## config.mk

```make
export PLATFORM = sky130hd
export DESIGN_NAME = kbest_result_reader
export DESIGN_NICKNAME = d
export VERILOG_FILES = /design/src/rtl/kbest_result_reader.sv
export SDC_FILE = /design/constraint.sdc
export NUM_CORES = 1
export LEC_CHECK = 0
export ABC_AREA = 1
export CAP_MARGIN = 20
export CELL_PAD_IN_SITES_DETAIL_PLACEMENT = 0
export CELL_PAD_IN_SITES_GLOBAL_PLACEMENT = 1
export CORE_ASPECT_RATIO = 1.4
export CORE_MARGIN = 5
export CORE_UTILIZATION = 42
export CTS_BUF_LIST = sky130_fd_sc_hd__clkbuf_2 sky130_fd_sc_hd__clkbuf_4 sky130_fd_sc_hd__clkbuf_8
export DETAILED_ROUTE_END_ITERATION = 7
export GPL_TIMING_DRIVEN = 1
export PLACE_DENSITY = 0.92
export REMOVE_ABC_BUFFERS = 1
export SYNTH_ARGS = -nofsm -noshare
export SYNTH_HDL_FRONTEND = slang
export SYNTH_SLANG_ARGS = --single-unit
```

## constraint.sdc

```tcl
create_clock -name clk -period 3.7 [get_ports clk]
set_input_delay 0.555 -clock clk [delete_from_list [all_inputs] [get_ports clk]]
set_output_delay 0.555 -clock clk [all_outputs]
set_load 0.02 [all_outputs]
```

## src/rtl/kbest_result_reader.sv

```systemverilog
// Drains the per-query k-best result arrays through read port 1 and serializes
// each query's K distance/index pairs onto a valid/ready stream, one slot per beat.
module kbest_result_reader #(
  parameter int  DATA_WIDTH  = 11,
  parameter int  K           = 4,
  parameter int  NUM_QUERIES = 256,
  localparam int RW          = $clog2(K)
) (
  input  logic                    clk,
  input  logic                    rst_n,
  input  logic                    start,
  output logic                    busy,
  output logic                    done,
  output logic                    csb1,
  output logic [7:0]              addr1,
  input  logic [K*DATA_WIDTH-1:0] rdist_1,
  input  logic [K*9-1:0]          rindices_1,
  output logic                    out_valid,
  input  logic                    out_ready,
  output logic [7:0]              out_query,
  output logic [RW-1:0]           out_rank,
  output logic [DATA_WIDTH-1:0]   out_dist,
  output logic [8:0]              out_index,
  output logic                    out_last
);

  typedef enum logic [2:0] {
    IDLE    = 3'd0,
    READ    = 3'd1,
    CAPTURE = 3'd2,
    SEND    = 3'd3,
    FINISH  = 3'd4
  } state_t;

  localparam logic [7:0]    Q_LAST = 8'(NUM_QUERIES - 1);
  localparam logic [RW-1:0] R_LAST = RW'(K - 1);

  state_t                  state_q, state_d;
  logic [7:0]              q_q, q_d;
  logic [RW-1:0]           r_q, r_d;
  logic [DATA_WIDTH-1:0]   dist_buf_q [K];
  logic [8:0]              idx_buf_q  [K];

  always_ff @(posedge clk or negedge rst_n) begin
    if (!rst_n) begin
      state_q <= IDLE;
      q_q     <= '0;
      r_q     <= '0;
    end else begin
      state_q <= state_d;
      q_q     <= q_d;
      r_q     <= r_d;
    end
  end

  // The array presents data for addr1 one cycle after the READ strobe.
  always_ff @(posedge clk or negedge rst_n) begin
    if (!rst_n) begin
      for (int s = 0; s < K; s++) begin
        dist_buf_q[s] <= '0;
        idx_buf_q[s]  <= '0;
      end
    end else if (state_q == CAPTURE) begin
      for (int s = 0; s < K; s++) begin
        dist_buf_q[s] <= rdist_1[s*DATA_WIDTH +: DATA_WIDTH];
        idx_buf_q[s]  <= rindices_1[s*9 +: 9];
      end
    end
  end

  always_comb begin
    state_d = state_q;
    q_d     = q_q;
    r_d     = r_q;
    case (state_q)
      IDLE: begin
        if (start) begin
          state_d = READ;
          q_d     = '0;
        end
      end
      READ:    state_d = CAPTURE;
      CAPTURE: begin
        r_d     = '0;
        state_d = SEND;
      end
      SEND: begin
        if (out_ready) begin
          if (r_q != R_LAST) begin
            r_d = r_q + 1'b1;
          end else if (q_q != Q_LAST) begin
            q_d     = q_q + 8'd1;
            state_d = READ;
          end else begin
            state_d = FINISH;
          end
        end
      end
      FINISH:  state_d = IDLE;
      default: state_d = IDLE;
    endcase
  end

  // Stream fields come straight from registers, so they hold while stalled.
  assign busy      = (state_q != IDLE) && (state_q != FINISH);
  assign done      = (state_q == FINISH);
  assign csb1      = (state_q != READ);
  assign addr1     = q_q;
  assign out_valid = (state_q == SEND);
  assign out_query = q_q;
  assign out_rank  = r_q;
  assign out_dist  = dist_buf_q[r_q];
  assign out_index = idx_buf_q[r_q];
  assign out_last  = (state_q == SEND) && (q_q == Q_LAST) && (r_q == R_LAST);

endmodule

```

==> impl_metrics.yaml, run 1 <==
# generated from flow reports
route:
  ant_nets: 0
  via_per_inst: 5.083
  vias: 3380
yosys:
  synth_top_cell_by_count: "dfrtp_1"
  yosys_cells: 404
  area_leaders: "dfrtp_1 50%, mux2_4 22%, o21ai_0 4.3%"
  ys_types: 27
critical_path:
  regToRegEndpoint: "dist_buf_q[6]"
  start_kind: "flop"
  timing.rr.start: "state_q[0]"
global_route:
  grt_use_met3_pct: 4.579
  grt_overflow_total: 0
  grt_antenna_before_repair: 0
layout:
  n_fill_cell: 955
  top_register: "dist_buf_q"
  design_area_mm2: 0.006185
final_timing:
  slew_headroom_pct: 41.21
  final-setup-viol-count: 0
cts:
  cts.clk_slew.worst_paths_ns: 0.09
power_and_ir_drop:
  power_switching_uw: 1950
run_status:
  status: "finished clean"
floorplanning:
  die_h_um: 134.2
Fig. 1: run 1, the clock network
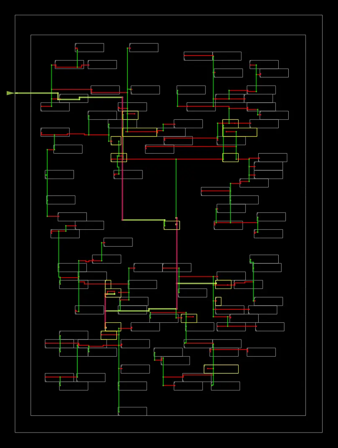
Fin Clk Skew: 0.007767 ns
Sink Count: 93
clkbuf count: 10
clk pwr: 819 uW

Fig. 2: run 1, the metal 4 layer
(3 px per um) Supply wires on this layer in grey. Cells faint in the background.
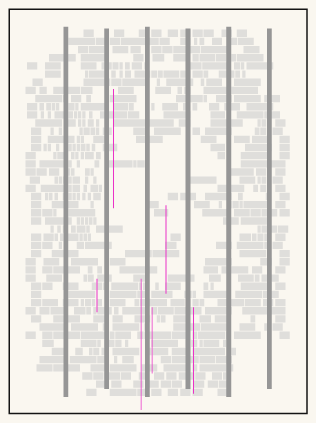
longest straight run: 43.5 um
share of all routed wire: 1.5%
main direction: vertical
nets with wire on the layer: 5

Fig. 3: run 1, the metal 3 layer
(4 px per um) Cells faint in the background.
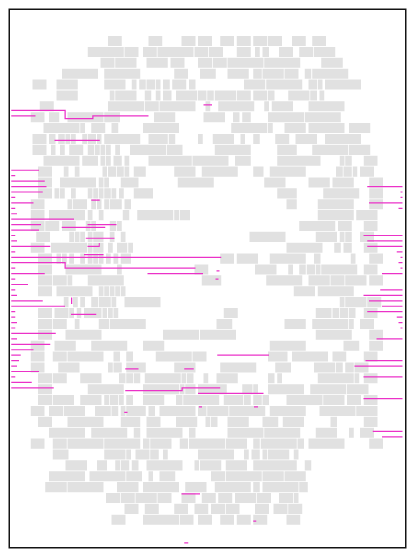
main direction: horizontal
share of all routed wire: 5.1%
wire length on this layer: 595 um
longest straight run: 52.2 um

==> run 2: changes to the inputs <==
--- a/config.mk
+++ b/config.mk
@@ -11,11 +11,11 @@
 export CELL_PAD_IN_SITES_GLOBAL_PLACEMENT = 1
 export CORE_ASPECT_RATIO = 1.4
 export CORE_MARGIN = 5
-export CORE_UTILIZATION = 42
+export CORE_UTILIZATION = 39
 export CTS_BUF_LIST = sky130_fd_sc_hd__clkbuf_2 sky130_fd_sc_hd__clkbuf_4 sky130_fd_sc_hd__clkbuf_8
 export DETAILED_ROUTE_END_ITERATION = 7
 export GPL_TIMING_DRIVEN = 1
-export PLACE_DENSITY = 0.92
+export PLACE_DENSITY = 0.87
 export REMOVE_ABC_BUFFERS = 1
 export SYNTH_ARGS = -nofsm -noshare
 export SYNTH_HDL_FRONTEND = slang
==> constraint.sdc (replaced) <==
create_clock -name clk -period 2.8 [get_ports clk]
set_input_delay 0.42 -clock clk [delete_from_list [all_inputs] [get_ports clk]]
set_output_delay 0.42 -clock clk [all_outputs]
set_load 0.02 [all_outputs]
Fig. 4: run 2, the metal 3 layer
(3 px per um) Cells faint in the background.
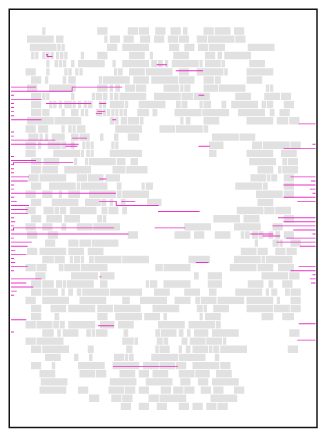
via count: 3372
met3 GRT Util: 4.076%
Routed WL: 11440 um

Fig. 5: run 2, the metal 4 layer
(3 px per um) Supply wires on this layer in grey. Cells faint in the background.
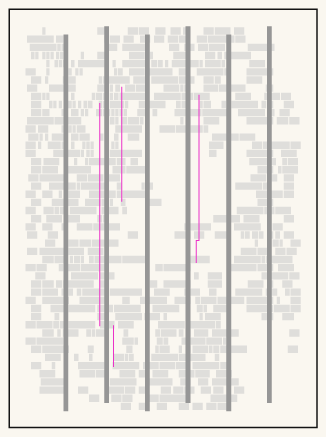
wire length on this layer: 183 um
nets with wire on the layer: 2
longest straight run: 74.1 um
share of all routed wire: 1.6%
main direction: vertical

==> run 2 against run 1 <==
  * Non-clock buffer count is 1 higher
  * Cell area is 0.28% higher
  * Flip-flop count stayed put
  * Critical path depth is 1 higher
  * Sequential share of layout area is 0.11 points lower
  * Cell count is 1.1% higher
  * Synthesized cell count stayed put
  * Wire length is 0.99% lower
  * Critical path type unchanged
  * Critical endpoint is now out_index[7]
  * Highest routed layer is now met5
==> impl_metrics.yaml, run 2 <==
# generated from flow reports
global_route:
  grt.busiest_layer: "met2"
  grt_overflow_total: 0
  grt_antenna_before_repair: 1
layout:
  layout_top_cell: "clkdlybuf4s50_1"
  top_register: "dist_buf_q"
  design_area_mm2: 0.006202
  clkbuf_count: 13
  n_fill_cell: 1041
  antennaDiodeCount: 0
cts:
  cts.sinks: 93
  cts_setup_buffers: 0
  postCtsResizedCells: 0
final_timing:
  slew_headroom_pct: 49.32
  skew_ns: 0.01218
  final-setup-viol-count: 0
  clock.fmax_mhz: 373.1
power_and_ir_drop:
  power_switching_uw: 2577
  power_leader: "combinational cells"
  power_clock_uw: 1040
  p_total_uw: 7176
yosys:
  area_leaders: "dfrtp_1 50%, mux2_4 22%, o21ai_0 4.3%"
  synth_top_cell_by_count: "dfrtp_1"
  ys_types: 27
  yosys_cells: 404
  ys_sh_mux_pct: 24.97
route:
  ant_nets: 0
  via_per_inst: 5.018
  wl_met2_um: 5775
critical_path:
  timing.rr.start: "out_rank[0]"
  start_kind: "flop"
  regToRegEndpoint: "addr1[2]"
run_status:
  status: "finished clean"
floorplanning:
  core_region_area_mm2: 0.01176
==> run 3: changes to the inputs <==
--- a/config.mk
+++ b/config.mk
@@ -5,7 +5,6 @@
 export SDC_FILE = /design/constraint.sdc
 export NUM_CORES = 1
 export LEC_CHECK = 0
-export ABC_AREA = 1
 export CAP_MARGIN = 20
 export CELL_PAD_IN_SITES_DETAIL_PLACEMENT = 0
 export CELL_PAD_IN_SITES_GLOBAL_PLACEMENT = 1
@@ -15,7 +14,7 @@
 export CTS_BUF_LIST = sky130_fd_sc_hd__clkbuf_2 sky130_fd_sc_hd__clkbuf_4 sky130_fd_sc_hd__clkbuf_8
 export DETAILED_ROUTE_END_ITERATION = 7
 export GPL_TIMING_DRIVEN = 1
-export PLACE_DENSITY = 0.87
+export PLACE_DENSITY = 0.86
 export REMOVE_ABC_BUFFERS = 1
 export SYNTH_ARGS = -nofsm -noshare
 export SYNTH_HDL_FRONTEND = slang
Fig. 6: run 3, the clock network
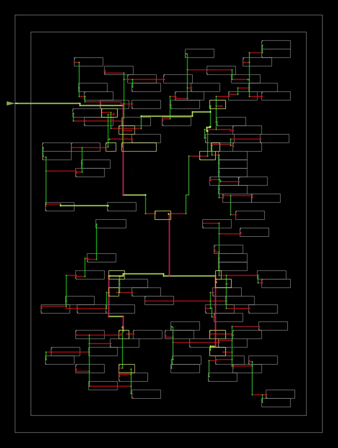
seq_cells: 93
clk pwr: 910 uW
TritonCTS Buffers: 9
worst skew pair latency: 0.36 ns

Fig. 7: run 3, the metal 3 layer
(4 px per um) Cells faint in the background.
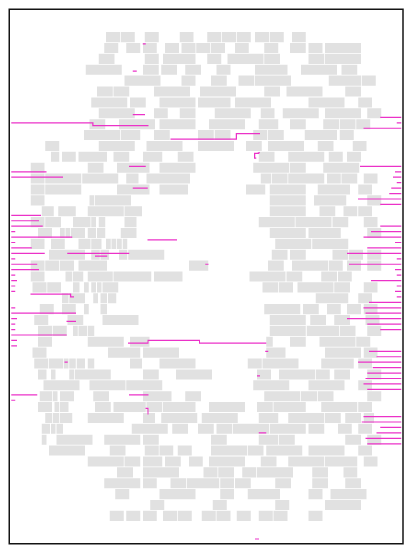
main direction: horizontal
share of all routed wire: 6.0%

==> run 3 against run 2 <==
  * Worst hold slack worse by 0.014 ns
  * Maximum frequency grew 2.6%
  * Combinational power down 18%
  * Critical endpoint is now out_dist[1]
  * First-iteration DRC count down 39%
  * Critical path type unchanged
  * Die size fell by 7.9%
  * Synthesized cell count is 31% lower
  * Cell count is 19% lower
  * Highest routed layer is now met4
==> impl_metrics.yaml, run 3 <==
# generated from flow reports
yosys:
  area_leaders: "dfrtp_1 55%, mux2_2 20%, mux4_2 11%"
  ys_types: 34
  synth_top_cell_by_count: "dfrtp_1"
  ys_sh_mux_pct: 32.46
power_and_ir_drop:
  power_leader: "combinational cells"
  p_seq_share_pct: 37.1
  power_switching_uw: 2108
  p_total_uw: 6365
layout:
  top_register: "dist_buf_q"
  layout_top_cell: "clkdlybuf4s50_1"
  clkbuf_count: 10
  antennaDiodeCount: 0
  n_fill_cell: 909
cts:
  cts.sinks: 93
  cts_setup_buffers: 0
floorplanning:
  core.rowCount: 45
  core_region_area_mm2: 0.01075
global_route:
  grt_max_degree: 73
  grt.busiest_layer: "met2"
  grt_use_met3_pct: 4.505
  grt_antenna_before_repair: 0
critical_path:
  start_kind: "flop"
  timing.rr.start: "out_rank[0]"
  regToRegEndpoint: "addr1[7]"
final_timing:
  final-setup-viol-count: 0
  slew_headroom_pct: 53.87
  clock.fmax_mhz: 382.7
  skew_ns: 0.007275
run_status:
  status: "finished clean"
route:
  via_per_inst: 5.035
  wl_met2_um: 4938
  wirelength_um: 9388
Power and IR drop assume default switching activity.
